==> config.mk <==
export PLATFORM = sky130hd
export DESIGN_NAME = mem_access_unit
export DESIGN_NICKNAME = d
export VERILOG_FILES = /design/src/rtl/mem_access_pkg.sv /design/src/rtl/mau_lane_align.sv /design/src/rtl/mem_access_unit.sv
export SDC_FILE = /design/constraint.sdc
export NUM_CORES = 1
export LEC_CHECK = 0
export ABC_AREA = 0
export CORE_MARGIN = 2
export CORE_UTILIZATION = 25
export CTS_CLUSTER_DIAMETER = 120
export DETAILED_ROUTE_END_ITERATION = 16
export PLACE_DENSITY = 0.45
export SLEW_MARGIN = 5
export SYNTH_ARGS = -nofsm -noshare
export SYNTH_HDL_FRONTEND = slang
export SYNTH_HIERARCHICAL = 1
export SYNTH_SLANG_ARGS = --single-unit
==> constraint.sdc <==
create_clock -name clk -period 4.02 [get_ports clk]
set_input_delay 0.402 -clock clk [delete_from_list [all_inputs] [get_ports clk]]
set_output_delay 0.402 -clock clk [all_outputs]
set_load 0.1 [all_outputs]
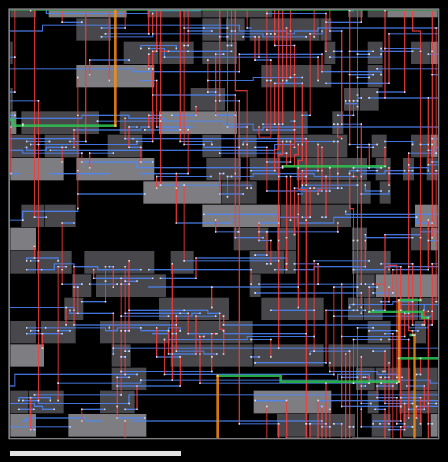
Figure 1: close-up of the layout.
The bar under the picture is 20 um long. Region (82, 125) to (132, 175) um. Cells in grey, sequential cells in the stronger grey; small squares are vias.
[metal 1] blue
[metal 2] red
[metal 3] green
[metal 4] orange
sequential cells in the window: 9
cells with their middle in the window: 96
most frequent: mux2_2 (21), and2_1 (14), mux4_2 (11)

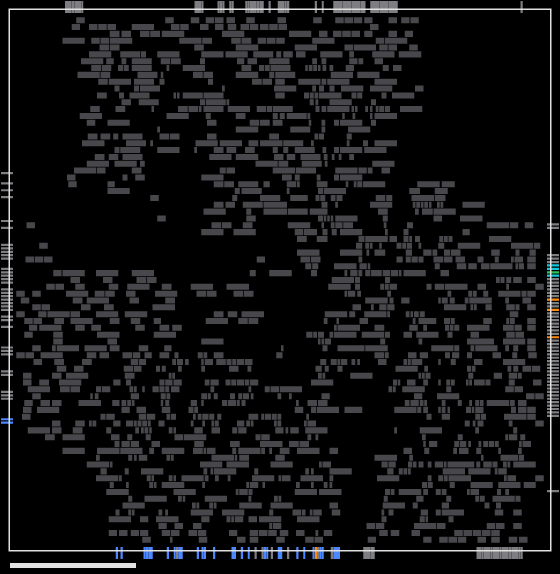
Figure 2: pin map.
The bar under the picture is 50 um long. Pins as bars across the die edge, other pins in grey.
[req_type] cyan | pins: 3 | direction: input | edge: right
[mem_ack] green | pins: 1 | direction: input | edge: right
[mem_wstrb] orange | pins: 4 | direction: output | edge: 3 right, 1 bottom
[mem_wdata] blue | pins: 32 | direction: output | edge: 30 bottom, 2 left
Die Y-Extent: 215 um
Die Width: 215 um

==> Changelog: implementation <==
### Changed

- Worst hold path type: flip-flop to flip-flop
- First-pass GRT wire length: around 55000 um
- Die area: around 46000 sq um
- Crit path launch type: flip-flop
- Period utilization: 0.873
- R2R setup slack: 0.51 ns
- Buf/Inv on CP: 3
- Via count: 8785
- Core ar.: 44000 sq um
- Worst rel slew slack: 0.274
- Site row count: 77
- Area delta synth->final: 29.1%
- Outcome: complete, no violations
- Setup TNS: 0 ns
- Crit-path max cell delay: 0.51 ns
- Drt drc: 0
- Mapped Area: 11100 sq um
- Crit-path most repeated cell: inv_1
- Crit path max-delay family: adder cells
- PortBufs: 207
- Boundary Pins: 210
- Min Clock Period, post-route: approximately 3.5 ns
- Final wirelength: 35800 um
- Routability cong.: 0.776
- Worst Slack Setup Final: ~0.51 ns
- Initial Util: 0.252
- Place WS: ~0.53 ns
- H-tree lvl count: 4
- Syn. warnings: 6
- Worst R2R Path Depth: 12
- 1st-iter DRT viols: 541
- Crit path capture type: flip-flop
- CTS sink cnt: ~180
- Longest Clk Path Bufs: 2
- Post-route ant nets: 0
- Largest net degree at the start of global routing: between 100 and 150
- Max-cap viol count: 0
- Slowest stage cell, crit path: or2_2
- Drt wl/cell: 19.5 um
- Number of global-route vias before repair: 8793
- Critical path class: flip-flop to flip-flop
- Fill count: 4502
- Final hold violation count: 0
- OpenROAD warnings: 34
## area by class of cell
class	instances	area, sq um	share of cell area
Multi-Input combinational cell	793	6140	0.428
Sequential cell	182	4550	0.317
Timing Repair Buffer	228	2270	0.158
Tap cell	592	741	0.0516
Clock buffer	18	429	0.0299
Clock inverter	14	175	0.0122
Inverter	13	48.8	0.00340
Antenna cell	1	2.50	0.000174
## repair_timing
action,CTS,global route
hold endpoints to repair,2,0
hold buffers,1,0
resized,0,0
## stage by stage
| step | utilization | cells | hold WS, ns | instance area (sq um) |
|---|---|---|---|---|
| 5_1_grt | 0.326 | 1841 | 0.483 | 14400 |
| 6_report | 0.326 | 1841 | 0.485 | 14400 |
| 3_5_place_dp | 0.312 | 1807 | 0.479 | 13700 |
| 4_1_cts | 0.326 | 1840 | 0.453 | 14400 |
| 3_3_place_gp | 0.312 | 1807 | 0.466 | 13700 |
| 2_1_floorplan | - | 1083 | 0.106 | 11200 |
## per-layer routing
layer  wire [um]  part of all wire  GRT usage
met3        1610             0.045     0.0453
met1       17200              0.48      0.217
met5          23           0.00064          0
met4         392             0.011     0.0403
met2       16600              0.46      0.242
## cell usage in the layout, fill, tap and decap left out, types with 13 or more instances in the layout
| cell | count |
|---|---|
| clkdlybuf4s50_1 | 203 |
| dfrtp_1 | 182 |
| mux2_2 | 149 |
| nand2_1 | 83 |
| and2_1 | 76 |
| nor2_1 | 63 |
| a21oi_1 | 62 |
| o21ai_0 | 50 |
| mux2i_1 | 47 |
| mux4_2 | 32 |
| nand3_1 | 30 |
| o22ai_1 | 27 |
| and3_1 | 22 |
| buf_4 | 20 |
| clkbuf_16 | 17 |
| nand4_1 | 13 |
| nor3_1 | 13 |
## worst min-delay path: cells and delay by family (launching register included)
| kind | cells | cell delay, ns |
|---|---|---|
| AOI/OAI and AO/OA | 1 | 0.06 |
| DFF | 1 | 0.34 |
| and+or+nand+nor | 1 | 0.04 |
